==> run_1/final_congestion.png <==
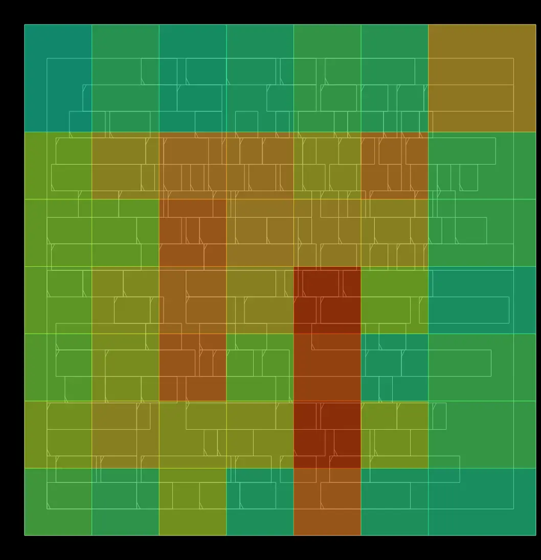
==> run_1/met2.png <==
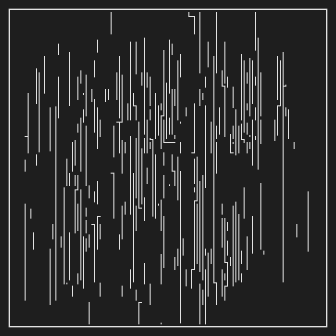
==> run_1/wire_density.png <==
Scale bar: 20 µm. The die is cut into 10 by 10 equal tiles; black is low, pale yellow is high, scaled to the fullest tile. Values are wire area over tile area, all layers added.
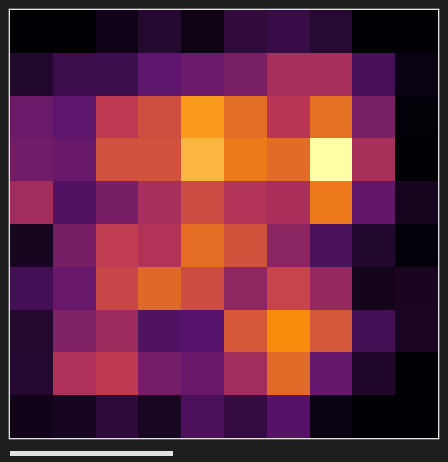
**src/rtl/uart_pkg.sv**
```systemverilog
// Definitions shared by both ends of the UART link: frame state names,
// line levels and a counter-width helper.
package uart_pkg;

   typedef enum logic [1:0] {IDLE, START, DATA, STOP} uart_state_e;

   localparam logic START_BIT  = 1'b0;
   localparam logic STOP_BIT   = 1'b1;
   localparam logic IDLE_LEVEL = 1'b1;

   // A counter for n distinct values never shrinks below one bit, so n=1 stays legal.
   function automatic int counterWidth(input int n);
      return (n > 1) ? $clog2(n) : 1;
   endfunction

endpackage

```
**src/rtl/uart_transmitter_if.sv**
```systemverilog
// Byte handshake between a producer and the UART transmitter.
interface uart_transmitter_if #(
   parameter int DATA_BITS = 8
);
   logic [DATA_BITS-1:0] data;
   logic                 valid;
   logic                 ready;

   modport master (output data, output valid, input ready);
   modport slave  (input data, input valid, output ready);
endinterface

```
**src/rtl/uart_bit_timer.sv**
```systemverilog
// Counts CLKS_PER_BIT cycles per bit period and pulses bitEnd on the last one.
module uart_bit_timer
   import uart_pkg::*;
#(
   parameter int CLKS_PER_BIT = 1
) (
   input  logic clk,
   input  logic rst,
   input  logic restart_i,
   input  logic enable_i,
   output logic bitEnd_o
);

   localparam int CW = counterWidth(CLKS_PER_BIT);

   logic [CW-1:0] cycleCnt_q;

   assign bitEnd_o = enable_i && (cycleCnt_q == CW'(CLKS_PER_BIT - 1));

   // The count is held at zero whenever the line is idle, so every bit period starts clean.
   always_ff @(posedge clk or posedge rst) begin
      if (rst) begin
         cycleCnt_q <= '0;
      end else if (restart_i || !enable_i || bitEnd_o) begin
         cycleCnt_q <= '0;
      end else begin
         cycleCnt_q <= cycleCnt_q + CW'(1);
      end
   end

endmodule

```
**src/rtl/uart_transmitter.sv**
```systemverilog
// UART serializer: start bit, MSB-first payload, stop bits, with a one-byte
// holding register so consecutive frames run with no idle gap.
module uart_transmitter
   import uart_pkg::*;
#(
   parameter int DATA_BITS    = 8,
   parameter int CLKS_PER_BIT = 1,
   parameter int STOP_BITS    = 1
) (
   input  logic                  clk,
   input  logic                  rst,
   uart_transmitter_if.slave     bus,
   output logic                  tx,
   output logic                  busy
);

   localparam int BW = $clog2(DATA_BITS + 1);
   localparam int SW = counterWidth(STOP_BITS);

   uart_state_e          state_q;
   logic [DATA_BITS-1:0] shiftReg_q;
   logic [DATA_BITS-1:0] holdReg_q;
   logic                 holdFull_q;
   logic [BW-1:0]        bitCnt_q;
   logic [SW-1:0]        stopCnt_q;
   logic                 tx_q;

   logic                 accept;
   logic                 bitEnd;
   logic                 lastData;
   logic                 lastStop;
   logic                 reload;
   logic                 restart;
   logic [DATA_BITS-1:0] shiftNext;
   logic [DATA_BITS-1:0] reloadByte;

   assign bus.ready  = !holdFull_q && !rst;
   assign accept     = bus.valid && bus.ready;
   assign lastData   = (bitCnt_q == BW'(DATA_BITS - 1));
   assign lastStop   = (stopCnt_q == SW'(STOP_BITS - 1));
   // A byte arriving on the final stop cycle is taken straight into the next frame.
   assign reload     = (state_q == STOP) && bitEnd && lastStop && (holdFull_q || accept);
   assign reloadByte = holdFull_q ? holdReg_q : bus.data;
   assign restart    = ((state_q == IDLE) && accept) || reload;
   assign shiftNext  = shiftReg_q << 1;

   assign tx   = tx_q;
   assign busy = (state_q != IDLE);

   uart_bit_timer #(
      .CLKS_PER_BIT (CLKS_PER_BIT)
   ) bitTimer (
      .clk       (clk),
      .rst       (rst),
      .restart_i (restart),
      .enable_i  (state_q != IDLE),
      .bitEnd_o  (bitEnd)
   );

   // Frame sequencer; tx is registered alongside the state so the line never glitches.
   always_ff @(posedge clk or posedge rst) begin
      if (rst) begin
         state_q    <= IDLE;
         shiftReg_q <= '0;
         holdReg_q  <= '0;
         holdFull_q <= 1'b0;
         bitCnt_q   <= '0;
         stopCnt_q  <= '0;
         tx_q       <= IDLE_LEVEL;
      end else begin
         if (accept && (state_q != IDLE)) begin
            holdReg_q  <= bus.data;
            holdFull_q <= 1'b1;
         end
         case (state_q)
            IDLE: begin
               tx_q <= IDLE_LEVEL;
               if (accept) begin
                  shiftReg_q <= bus.data;
                  state_q    <= START;
                  tx_q       <= START_BIT;
               end
            end
            START: begin
               if (bitEnd) begin
                  state_q  <= DATA;
                  tx_q     <= shiftReg_q[DATA_BITS-1];
                  bitCnt_q <= '0;
               end
            end
            DATA: begin
               if (bitEnd) begin
                  if (lastData) begin
                     state_q   <= STOP;
                     tx_q      <= STOP_BIT;
                     bitCnt_q  <= '0;
                     stopCnt_q <= '0;
                  end else begin
                     shiftReg_q <= shiftNext;
                     tx_q       <= shiftNext[DATA_BITS-1];
                     bitCnt_q   <= bitCnt_q + BW'(1);
                  end
               end
            end
            STOP: begin
               if (bitEnd) begin
                  if (lastStop) begin
                     stopCnt_q <= '0;
                     if (reload) begin
                        shiftReg_q <= reloadByte;
                        holdFull_q <= 1'b0;
                        state_q    <= START;
                        tx_q       <= START_BIT;
                     end else begin
                        state_q <= IDLE;
                        tx_q    <= IDLE_LEVEL;
                     end
                  end else begin
                     stopCnt_q <= stopCnt_q + SW'(1);
                  end
               end
            end
            default: begin
               state_q <= IDLE;
               tx_q    <= IDLE_LEVEL;
            end
         endcase
      end
   end

endmodule

```
**src/flat_wrapper.sv**
```systemverilog
// flat-port wrapper written by rule: the top's interface ports become plain ports
module uart_transmitter_flat import uart_pkg::*;
#(
   parameter int DATA_BITS    = 8,
   parameter int CLKS_PER_BIT = 1,
   parameter int STOP_BITS    = 1
)
  (clk, rst, tx, busy, bus_data, bus_valid, bus_ready);
  uart_transmitter_if #(.DATA_BITS(DATA_BITS)) bus_i ();
  input  logic clk;
  input  logic rst;
  output logic tx;
  output logic busy;
  input wire logic [$bits(bus_i.data)-1:0] bus_data;
  input wire logic [$bits(bus_i.valid)-1:0] bus_valid;
  output wire logic [$bits(bus_i.ready)-1:0] bus_ready;
  assign bus_i.data = bus_data;
  assign bus_i.valid = bus_valid;
  assign bus_ready = bus_i.ready;
  uart_transmitter #(.DATA_BITS(DATA_BITS), .CLKS_PER_BIT(CLKS_PER_BIT), .STOP_BITS(STOP_BITS)) u_core (.clk(clk), .rst(rst), .bus(bus_i), .tx(tx), .busy(busy));
endmodule
```
**config.mk**
```make
export PLATFORM = sky130hd
export DESIGN_NAME = uart_transmitter_flat
export DESIGN_NICKNAME = d
export VERILOG_FILES = /design/src/rtl/uart_pkg.sv /design/src/rtl/uart_transmitter_if.sv /design/src/rtl/uart_bit_timer.sv /design/src/rtl/uart_transmitter.sv /design/src/flat_wrapper.sv
export SDC_FILE = /design/constraint.sdc
export NUM_CORES = 1
export LEC_CHECK = 0
export CAP_MARGIN = 20
export CORE_MARGIN = 2
export CORE_UTILIZATION = 58
export CTS_BUF_LIST = sky130_fd_sc_hd__clkbuf_8
export DETAILED_ROUTE_END_ITERATION = 8
export PLACE_DENSITY = 0.82
export SKIP_CTS_REPAIR_TIMING = 1
export SYNTH_ARGS = -nofsm -noshare
export SYNTH_HDL_FRONTEND = slang
export SYNTH_HIERARCHICAL = 1
export SYNTH_SLANG_ARGS = --single-unit
```
**constraint.sdc**
```tcl
create_clock -name clk -period 2.45 [get_ports clk]
set_clock_uncertainty 0.15 [all_clocks]
set_input_delay 0.3675 -clock clk [delete_from_list [all_inputs] [get_ports clk]]
set_output_delay 0.3675 -clock clk [all_outputs]
set_load 0.02 [all_outputs]
```
==> metrics.yaml, run 1 <==
clk_pin_slew_ns: 0.09
nFillCells: 163
rsz0062_at_grt: "false"
htreeDepth: 1
worstPathArrival_ns: 2.38
core_region_area_um2: 2212
fp.dieW_um: 52.43
final_nets: 156
synth_area_um2: 1360
synth_cells: 118
lay_top_cells: "dfrtp_1, inv_1, clkdlybuf4s50_1"
rows: 17
startpoint: "u_core/state_q[0]$_DFFE_PP0P_"
fin_setup_tns_ns: 0
slew_headroom_pct: 51.87
period_minus_slack_ns: 2.315
warnings: 31
setup_viol: 0
worstPathRequired_ns: 2.52
drcViolationCount: 0
critPathCaptureType: "flip-flop"
dieArea_um2: 2748
grt_start_max_net_pins: 18
stdcell_count: 165
powerDensity_nw_per_um2: 1362
fp_util_pct: 61.48
clock-sinks: 25
drv_cap: 0
dp_hpwl_mm: 1.973
hold_class: "input port to async pin"
ctsRootBufferMaster: "clkbuf_8"
seqCellArea_um2: 626.9
tightestPinTransition_ns: 0.7019
portBuffers: 13
timing.final.ws_setup_ns: 0.1346
cts_tree: "built"
first_global_vias: 945
peakVddDrop_mv: 0.8545
startpoint_type: "flip-flop"
post-route-period-util_pct: 94.51
dpl.cell_count: 161
critical_path_class: "flip-flop to flip-flop"
final-hold-violation-count: 0
global_route.usage.met1_pct: 30.30
syn_to_final_growth_pct: 17.76
grt-ovfl-total: 0
total_leakage_power_nw: 0.7375
grt_first_pass_wirelength_mm: 4.381
layout-drive-gt1-share_pct: 21.90
finalPower_mw: 2.181
status: "finished clean"
max_freq_ghz: 0.4319
yosys_warnings: 6
final_antenna_net_count: 0
vias_per_cell: 5.861
hold-worst-slack_ns: 0.1974
final_util_pct: 72.40
numCtsBuffers: 3
io_pins: 14
use_met3_pct: 3.429
antenna_found_initial: 0
Back to the opening pictures, final_congestion.png:
met2 usage: 36.25%
gr usage total: 22.32%
GRT busiest layer: met2

Back to the opening pictures, met2.png:
135 nets have wire on it. The layer holds 48% of the routed length. The layer carries 1250 µm of wire.
Routed WL: 2.610 mm
vias: 967

Back to the opening pictures, wire_density.png:
The densest ninth of the die: center. The fullest tile reaches 0.48. The mean over all tiles is 0.15. 25% of the tiles are over half the peak. The emptiest ninth of the die: south-east. 10% of the tiles are nearly empty.
drt wl/cell: 15.82 µm

==> run 1: worst paths after layout <==
path | endpoint | slack (ns) | cells past startpoint
worst max-delay path | u_core/shiftReg_q[0]$_DFFE_PP0P_ | 0.13 | 7
worst min-delay path | u_core/bitTimer/cycleCnt_q$_DFF_PP0_ | 0.20 | 2
worst max register to register | u_core/shiftReg_q[0]$_DFFE_PP0P_ | 0.13 | 7
worst min register to register | u_core/holdReg_q[3]$_DFFE_PP0P_ | 0.36 | 1
max in group asynchronous | u_core/tx$_DFFE_PP1P_ | 1.25 | 3
min in group clk | u_core/holdReg_q[3]$_DFFE_PP0P_ | 0.36 | 1
==> run 1: where the power goes <==
| group | leakage, nW | switching, mW | internal, mW |
|---|---|---|---|
| logic | 0.414 | 0.571 | 0.594 |
| clock network | 0.0255 | 0.133 | 0.114 |
| registers | 0.298 | 0.141 | 0.628 |
| total | 0.737 | 0.845 | 1.34 |
==> run 1: routing by layer <==
layer / up-vias / part of all wire, %
li1: 466 / -
met1: 469 / 46
met2: 28 / 48
met3: 4 / 4.9
met4: 0 / 1.4
met5: - / 0
==> run 1: cell type report <==
class	instances	share of cell area, %
clock buffer	3	2.578
clock inverter	1	0.3125
inverter	14	3.281
multi-input combinational	74	41.09
sequential	25	39.14
tap	28	2.187
timing repair buffer	20	11.41
==> run 1: flip-flops by register name, summed over array words and instances (netlist names) <==
name                        flops
u_core/shiftReg_q               8
u_core/holdFull_q               1
u_core/tx                       1
u_core/bitTimer/cycleCnt_q      1
u_core/state_q                  2
u_core/holdReg_q                8
u_core/bitCnt_q                 4
==> run 1: critical path, stage by stage, from the launching register on <==
cell	delay [ns]
dfrtp_1	0.41
inv_1	0.07
buf_4	0.15
ha_1	0.31
buf_4	0.22
mux2i_1	0.54
a22o_1	0.26
mux2_4	0.14
==> run 2, diff against run 1 <==
SLEW_MARGIN = 0   (was unset)
clock period = 2.6 ns   (was 2.45 ns; I/O delays follow)
==> metrics.yaml, run 2 <==
status: "finished clean"
finalPower_mw: 2.107
slew_violations: 0
io_pins: 14
period_minus_slack_ns: 2.335
core_region_area_um2: 2212
cts_tree: "built"
insertion_delay_ns: 0.26
synth_cells: 118
rows: 17
dr_wl_met3_um: 90
cp_cell_sequence: "inv_1 -> ha_1 -> o21ai_0 -> or4_1 -> nand3_1"
lay_top_count: "dfrtp_1"
drcViolationCount: 0
hold-worst-slack_ns: 0.2314
dieArea_um2: 2748
p_sw_share_pct: 38.47
fin_area_um2: 1609
top_layer_used: "met4"
fp.dieW_um: 52.43
dr.pass1.iters: 8
critPathCaptureType: "flip-flop"
hold_class: "input port to async pin"
portBuffers: 13
switching_power_mw: 0.8107
numCtsBuffers: 3
ctsRootBufferMaster: "clkbuf_8"
avgSynthCellArea_um2: 11.53
final-hold-violation-count: 0
first_global_vias: 962
startpoint_type: "flip-flop"
dieHeight_um: 52.43
clk_pin_slew_ns: 0.08
worstPathArrival_ns: 2.39
vias_per_cell: 5.988
met2_length_mm: 1.346
max_freq_ghz: 0.4283
pre_cts_ws_ns: 0.1834
pg_comb_mw: 1.15
grt-ovfl-total: 0
setup_viol: 0
dp_hpwl_mm: 1.807
top_power_group: "combinational logic"
powerDensity_nw_per_um2: 1310
clock_net_power_mw: 0.223
rsz0062_at_grt: "false"
stdcell_count: 166
combPwrFrac_pct: 54.7
drtIter0Drc: 35
grt_first_pass_wirelength_mm: 4.402
tightestPinTransition_ns: 0.5726
fp_util_pct: 61.48
gp_congestion: 0.8713
critical_path_class: "flip-flop to flip-flop"
clock_power_share_pct: 10.6
track_usage_pct: 22.07
grt_start_max_net_pins: 25
clock-sinks: 25
drv_cap: 0
slowest_stage: "or4_1"
fin_setup_tns_ns: 0
lay_top_cells: "dfrtp_1, inv_1, clkdlybuf4s50_1"
total_leakage_power_nw: 0.7418
dpl.cell_count: 157
clk_path_buf_depth: 2
dpl_cell_area_um2: 1525
p_seq_mw: 0.731
antenna_found_initial: 0
post-route-period-util_pct: 89.79
yosys_warnings: 6
cp_max_fo: 17
layout-drive-gt1-share_pct: 22.46
slew_headroom_pct: 61.42
top_regs: "u_core/holdReg_q: 8 flops, u_core/shiftReg_q: 8 flops, u_core/bitCnt_q: 4 flops"
p_seq_share_pct: 34.7
synth.net_count: 136
worstPathRequired_ns: 2.66
peakVddDrop_mv: 0.8763
final_nets: 157
timing.final.ws_setup_ns: 0.2654
antennaDiodeCount: 0
htreeDepth: 1
syn_to_final_growth_pct: 18.31
warnings: 31
synth_area_um2: 1360
critPathMaxStageDelay_ns: 0.57
p_int_mw: 1.297
final_antenna_net_count: 0
drt-met1-wl_mm: 1.116
==> run 2: netlist changes by cell type in the layout (fill, tap and decap cells not counted), sizes merged <==
cell | before | now
buf | 7 | 8
==> run 2: final timing paths <==
path	slack [ns]	depth (start not counted)	startpoint	endpoint
min in group clk	0.37	1	u_core/holdReg_q[2]$_DFFE_PP0P_	u_core/holdReg_q[2]$_DFFE_PP0P_
setup / recovery	0.27	5	u_core/state_q[0]$_DFFE_PP0P_	u_core/bitCnt_q[3]$_DFFE_PP0P_
setup reg to reg	0.27	5	u_core/state_q[0]$_DFFE_PP0P_	u_core/bitCnt_q[3]$_DFFE_PP0P_
max in group asynchronous	1.56	3	rst	u_core/tx$_DFFE_PP1P_
hold / removal	0.23	2	rst	u_core/bitTimer/cycleCnt_q$_DFF_PP0_
hold reg to reg	0.37	1	u_core/holdReg_q[2]$_DFFE_PP0P_	u_core/holdReg_q[2]$_DFFE_PP0P_
==> run 2: critical path, delay by kind of cell (launching register included) <==
kind	cells	cell delay, ns
DFF	1	0.42
buffers and inverters	1	0.17
AOI/OAI and AO/OA	1	0.35
and+or+nand+nor	2	0.65
adders and majority gates	1	0.54
==> run 2: final cells by class <==
cell class / count / area (µm²)
Multi-Input combinational cell: 74 / 658.1
Clock inverter: 1 / 5.005
Sequential cell: 25 / 626.9
Clock buffer: 3 / 41.29
Inverter: 14 / 52.55
Tap cell: 28 / 35.03
Fill cell: 155 / 603.1
Timing Repair Buffer: 21 / 190.2
==> run 2: per-layer routing <==
layer  up-vias  global-route usage, %
met5         -                      0
met4         0                  5.983
met3         2                  7.143
met2        17                  35.83
met1       504                  28.28
li1        471                      -
==> run_2/final_congestion.png <==
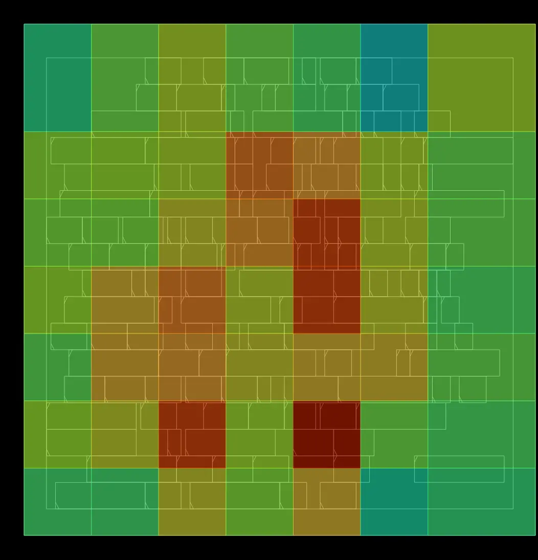
met1 Resource Use GR: 28.28%
global routing usage on met3: 7.143%
drt wl/cell: 15.44 µm
Final Core Density: 72.74%

==> run_2/met1.png <==
Scale bar: 20 µm.
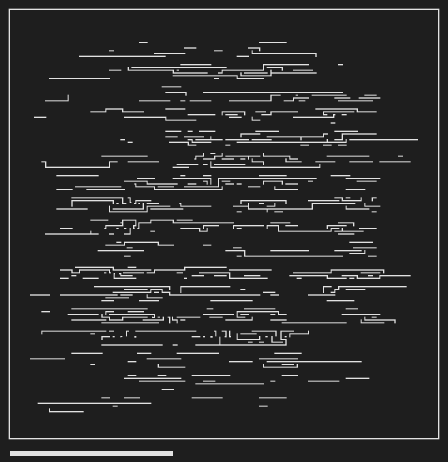
The layer holds 44% of the routed length. The wires run mostly horizontal. The longest straight run is 17.0 µm.
Routed WL: 2.563 mm
vias: 994

==> run_2/met2.png <==
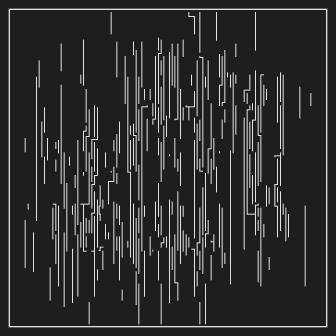
The layer carries 1350 µm of wire. The layer holds 53% of the routed length. The wires run mostly vertical.
met2 usage: 35.83%

No activity file was given, so power comes from the tool's default toggle rates.
